===== src/rtl/seg7_pkg.sv =====
// Shared constants for the 7-segment scanner.
//   SEG_BLANK  : all segments (and DP) off, active-low
//   SEG_TABLE  : hex-to-segment glyphs {a,b,c,d,e,f,g,dp}, dp bit = 1 (off)
//   hex_to_seg : table lookup for one nibble
package seg7_pkg;

  localparam logic [7:0] SEG_BLANK = 8'hFF;

  // Entry [n] is the glyph for nibble n (index 15 is listed first).
  localparam logic [15:0][7:0] SEG_TABLE = {
    8'b01110001,  // F
    8'b01100001,  // E
    8'b10000101,  // d
    8'b01100011,  // C
    8'b11000001,  // b
    8'b00010001,  // A
    8'b00001001,  // 9
    8'b00000001,  // 8
    8'b00011111,  // 7
    8'b01000001,  // 6
    8'b01001001,  // 5
    8'b10011001,  // 4
    8'b00001101,  // 3
    8'b00100101,  // 2
    8'b10011111,  // 1
    8'b00000011   // 0
  };

  function automatic logic [7:0] hex_to_seg(input logic [3:0] nibble);
    return SEG_TABLE[nibble];
  endfunction

endpackage


===== src/rtl/seg7_lz_mask.sv =====
// Leading-zero blank mask for the 7-segment scanner.
//   i_value   : packed hex nibbles, leftmost digit in the top nibble
//   o_lz_mask : bit i set when scan slot i (0 = leftmost) and every digit to
//               its left are zero; the rightmost slot is never flagged
module seg7_lz_mask
  import seg7_pkg::*;
#(
  parameter int unsigned NUM_DIGITS = 8
) (
  input  logic [4*NUM_DIGITS-1:0] i_value,
  output logic [NUM_DIGITS-1:0]   o_lz_mask
);

  logic w_zero_run;

  // Walk from the leftmost digit; the run of zeros breaks at the first non-zero.
  always_comb begin
    w_zero_run = 1'b1;
    o_lz_mask  = '0;
    for (int i = 0; i < int'(NUM_DIGITS); i++) begin
      w_zero_run   = w_zero_run & (i_value[4*(int'(NUM_DIGITS)-1-i) +: 4] == 4'h0);
      o_lz_mask[i] = w_zero_run && (i != int'(NUM_DIGITS) - 1);
    end
  end

endmodule


===== src/rtl/seg7_scan_ctrl.sv =====
// Multiplexed common-anode 7-segment scanner with prescaler, frame-consistent
// shadow latching, leading-zero blanking, per-digit DP/blink and PWM dimming.
//   i_clk, i_rst_n  : clock, asynchronous active-low reset
//   i_value         : hex nibbles, top nibble is the leftmost digit
//   i_dp_mask       : 1 = light DP (bit N-1 = leftmost digit)
//   i_blink_mask    : 1 = digit blinks
//   i_blank_lz      : 1 = suppress leading zeros
//   i_brightness    : 0 = 1/16 duty .. 15 = full duty (sampled live)
//   o_digit_sel     : active-low anode enables (bit N-1 = leftmost digit)
//   o_seg           : active-low segments {a,b,c,d,e,f,g,dp}
//   o_frame_start   : one-cycle pulse after the scan wraps to the leftmost digit
module seg7_scan_ctrl
  import seg7_pkg::*;
#(
  parameter int unsigned NUM_DIGITS   = 8,
  parameter int unsigned DIV_LOG2     = 16,
  parameter int unsigned BLINK_FRAMES = 64
) (
  input  logic                    i_clk,
  input  logic                    i_rst_n,
  input  logic [4*NUM_DIGITS-1:0] i_value,
  input  logic [NUM_DIGITS-1:0]   i_dp_mask,
  input  logic [NUM_DIGITS-1:0]   i_blink_mask,
  input  logic                    i_blank_lz,
  input  logic [3:0]              i_brightness,
  output logic [NUM_DIGITS-1:0]   o_digit_sel,
  output logic [7:0]              o_seg,
  output logic                    o_frame_start
);

  localparam int unsigned IDX_W = (NUM_DIGITS > 1) ? $clog2(NUM_DIGITS) : 1;
  localparam int unsigned FRM_W = (BLINK_FRAMES > 1) ? $clog2(BLINK_FRAMES) : 1;
  localparam logic [IDX_W-1:0] LAST_IDX = IDX_W'(NUM_DIGITS - 1);
  localparam logic [FRM_W-1:0] LAST_FRM = FRM_W'(BLINK_FRAMES - 1);

  // State
  logic [DIV_LOG2-1:0]   r_cnt;
  logic [IDX_W-1:0]      r_idx;
  logic [4*NUM_DIGITS-1:0] r_sh_value;
  logic [NUM_DIGITS-1:0] r_sh_dp;
  logic [NUM_DIGITS-1:0] r_sh_blink;
  logic                  r_sh_blank_lz;
  logic [FRM_W-1:0]      r_frame_cnt;
  logic                  r_blink_phase;
  logic                  r_frame_start;
  logic [7:0]            r_seg;
  logic [NUM_DIGITS-1:0] r_digit_sel;

  // Next-state / decode
  logic                  w_tick;
  logic                  w_wrap;
  logic [IDX_W-1:0]      w_idx_next;
  logic [FRM_W-1:0]      w_frame_cnt_next;
  logic                  w_blink_phase_next;
  logic [NUM_DIGITS-1:0] w_lz_mask;
  logic [3:0]            w_nibble;
  logic                  w_dp_on;
  logic                  w_blink_en;
  logic                  w_lz_here;
  logic [NUM_DIGITS-1:0] w_anode;
  logic [3:0]            w_phase;
  logic [7:0]            w_seg_next;
  logic [NUM_DIGITS-1:0] w_sel_next;

  assign w_tick = &r_cnt;
  // Frame boundary: last cycle of the rightmost digit's slot.
  assign w_wrap = w_tick && (r_idx == LAST_IDX);

  always_comb begin
    w_idx_next = r_idx;
    if (w_tick) begin
      w_idx_next = (r_idx == LAST_IDX) ? '0 : r_idx + 1'b1;
    end
  end

  always_comb begin
    w_frame_cnt_next   = r_frame_cnt;
    w_blink_phase_next = r_blink_phase;
    if (w_wrap) begin
      if (r_frame_cnt == LAST_FRM) begin
        w_frame_cnt_next   = '0;
        w_blink_phase_next = ~r_blink_phase;
      end else begin
        w_frame_cnt_next = r_frame_cnt + 1'b1;
      end
    end
  end

  // Blank mask is computed from the shadow so it stays frame-consistent.
  seg7_lz_mask #(
    .NUM_DIGITS(NUM_DIGITS)
  ) u_lz_mask (
    .i_value  (r_sh_value),
    .o_lz_mask(w_lz_mask)
  );

  // Select the per-digit attributes for the current scan slot.
  always_comb begin
    w_nibble   = '0;
    w_dp_on    = 1'b0;
    w_blink_en = 1'b0;
    w_lz_here  = 1'b0;
    w_anode    = '1;
    for (int d = 0; d < int'(NUM_DIGITS); d++) begin
      if (r_idx == IDX_W'(d)) begin
        w_nibble   = r_sh_value[4*(int'(NUM_DIGITS)-1-d) +: 4];
        w_dp_on    = r_sh_dp[int'(NUM_DIGITS)-1-d];
        w_blink_en = r_sh_blink[int'(NUM_DIGITS)-1-d];
        w_lz_here  = w_lz_mask[d];
        w_anode[int'(NUM_DIGITS)-1-d] = 1'b0;
      end
    end
  end

  assign w_phase = r_cnt[DIV_LOG2-1 -: 4];

  always_comb begin
    w_seg_next = hex_to_seg(w_nibble);
    if (r_sh_blank_lz && w_lz_here) begin
      w_seg_next[7:1] = '1;
    end
    w_seg_next[0] = ~w_dp_on;
    // Blink overrides everything, DP included.
    if (r_blink_phase && w_blink_en) begin
      w_seg_next = SEG_BLANK;
    end
    w_sel_next = (w_phase <= i_brightness) ? w_anode : '1;
  end

  always_ff @(posedge i_clk or negedge i_rst_n) begin
    if (!i_rst_n) begin
      r_cnt         <= '0;
      r_idx         <= '0;
      r_sh_value    <= '0;
      r_sh_dp       <= '0;
      r_sh_blink    <= '0;
      r_sh_blank_lz <= 1'b0;
      r_frame_cnt   <= '0;
      r_blink_phase <= 1'b0;
      r_frame_start <= 1'b0;
      r_seg         <= SEG_BLANK;
      r_digit_sel   <= '1;
    end else begin
      r_cnt         <= r_cnt + 1'b1;
      r_idx         <= w_idx_next;
      r_frame_cnt   <= w_frame_cnt_next;
      r_blink_phase <= w_blink_phase_next;
      r_frame_start <= w_wrap;
      r_seg         <= w_seg_next;
      r_digit_sel   <= w_sel_next;
      if (w_wrap) begin
        r_sh_value    <= i_value;
        r_sh_dp       <= i_dp_mask;
        r_sh_blink    <= i_blink_mask;
        r_sh_blank_lz <= i_blank_lz;
      end
    end
  end

  assign o_digit_sel   = r_digit_sel;
  assign o_seg         = r_seg;
  assign o_frame_start = r_frame_start;

endmodule


===== config.mk =====
export PLATFORM = sky130hd
export DESIGN_NAME = seg7_scan_ctrl
export DESIGN_NICKNAME = d
export VERILOG_FILES = /design/src/rtl/seg7_pkg.sv /design/src/rtl/seg7_lz_mask.sv /design/src/rtl/seg7_scan_ctrl.sv
export SDC_FILE = /design/constraint.sdc
export NUM_CORES = 1
export LEC_CHECK = 0
export CAP_MARGIN = 20
export CORE_ASPECT_RATIO = 1.75
export CORE_MARGIN = 2
export CORE_UTILIZATION = 55
export DETAILED_ROUTE_END_ITERATION = 16
export GPL_TIMING_DRIVEN = 0
export PLACE_DENSITY = 0.84
export REMOVE_ABC_BUFFERS = 1
export SYNTH_ARGS = -nofsm -noshare
export SYNTH_HDL_FRONTEND = slang
export SYNTH_SLANG_ARGS = --single-unit

===== constraint.sdc =====
create_clock -name i_clk -period 7 [get_ports i_clk]
set_input_delay 0.7 -clock i_clk [delete_from_list [all_inputs] [get_ports i_clk]]
set_output_delay 0.7 -clock i_clk [all_outputs]
set_load 0.01 [all_outputs]

Figure 1. Cell sizes after repair.
(4 px per micron)
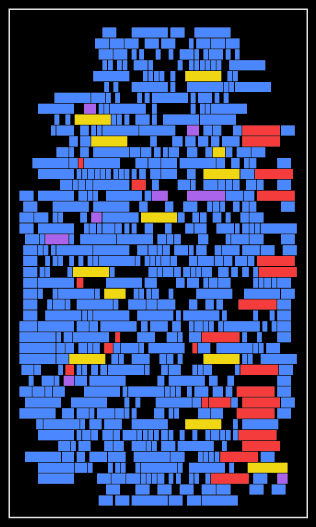
- drive 3 to 4: purple (cells 8)
- drive 6 and up: yellow (cells 12)
- drive 2: red (cells 25)
- drive 1 or less: blue (cells 542)

Figure 2. Pin map.
(4 px per micron) Pins as bars across the die edge, other pins in gray.
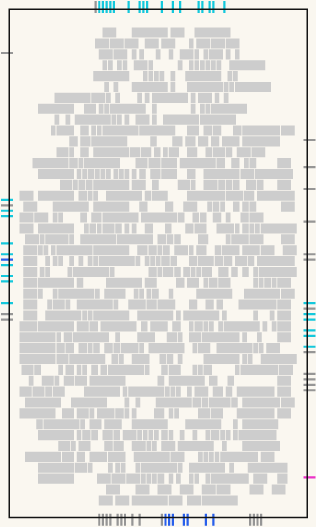
- `i_value`: cyan (pins 32; direction input; edge 17 top, 9 left, 6 right)
- `i_blink_mask`: blue (pins 8; direction input; edge 7 bottom, 1 left)
- `i_rst_n`: magenta (pins 1; direction input; edge right)
- all pins by edge: 21 bottom, 19 right, 18 top, 14 left

Figure 3. Nets reached from selected ports.
(3 px per micron)
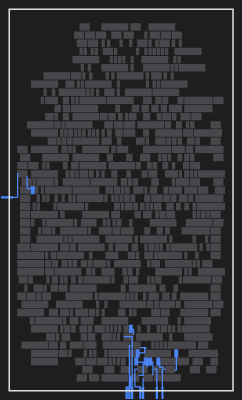
- `i_blink_mask`: blue (direction input; edge 7 bottom, 1 left; end cells 8; buffers 8; wire 118 microns)

==> flow_metrics.env <==
# source this file to load flow results
export IMPL_ioPinCount=72
export IMPL_non_clock_buffer_area_share_pct=13.04
export IMPL_synth_cellmix_xorXnorShare_pct=3.147
export IMPL_die_width_microns=74.11
export IMPL_lay_top_cells="nand2_1 (175), dfrtp_1 (76), clkdlybuf4s50_1 (70)"
export IMPL_inv_count=20
export IMPL_finalNonFillerCells=702
export IMPL_maxSlewViolCount=0
export IMPL_tap_cells=115
export IMPL_outcome="finished clean"
export IMPL_p_comb_uw=44.9
export IMPL_topCellsByArea="dfrtp_1 (40%), nand2_1 (14%), dfstp_2 (8.9%), ha_1 (4.8%), xnor2_1 (2.6%)"
export IMPL_largest_reg_flops=32
export IMPL_place_area_sq_um=5480
export IMPL_power_frac_seq_pct=51.9
export IMPL_path_buffers=2
export IMPL_grt_pass1_wl_mm=18.23
export IMPL_diodes=0
export IMPL_ys_warn_count=0
export IMPL_fin_setup_tns_ns=0
export IMPL_regMostFlops="r_sh_value"
export IMPL_maxSlewHeadroom_pct=34.42
export IMPL_clockPowerShare_pct=43.7
export IMPL_dp_hpwl_mm=7.818
export IMPL_rsz0062_at_grt="false"
export IMPL_power_mw=1.026
export IMPL_ctsResizeCount=0
Figure 4. Gate families picked out.
(4 px per micron)
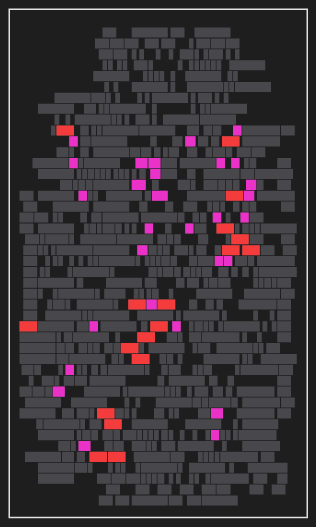
- adder and majority cells: red (cells 18; most used ha_1)
- AND and OR gates: magenta (cells 29; most used and3_1)

Figure 5. Cell outlines without signal wires.
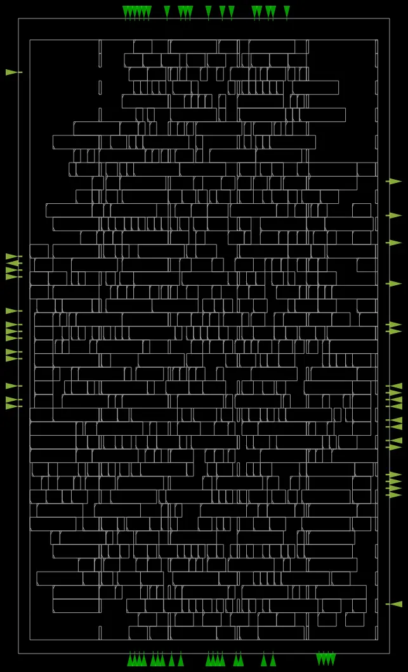
sequential portion of the cell area: 40.34%
# rows: 44
number of fill cells: 636
core area: 8313 sq um

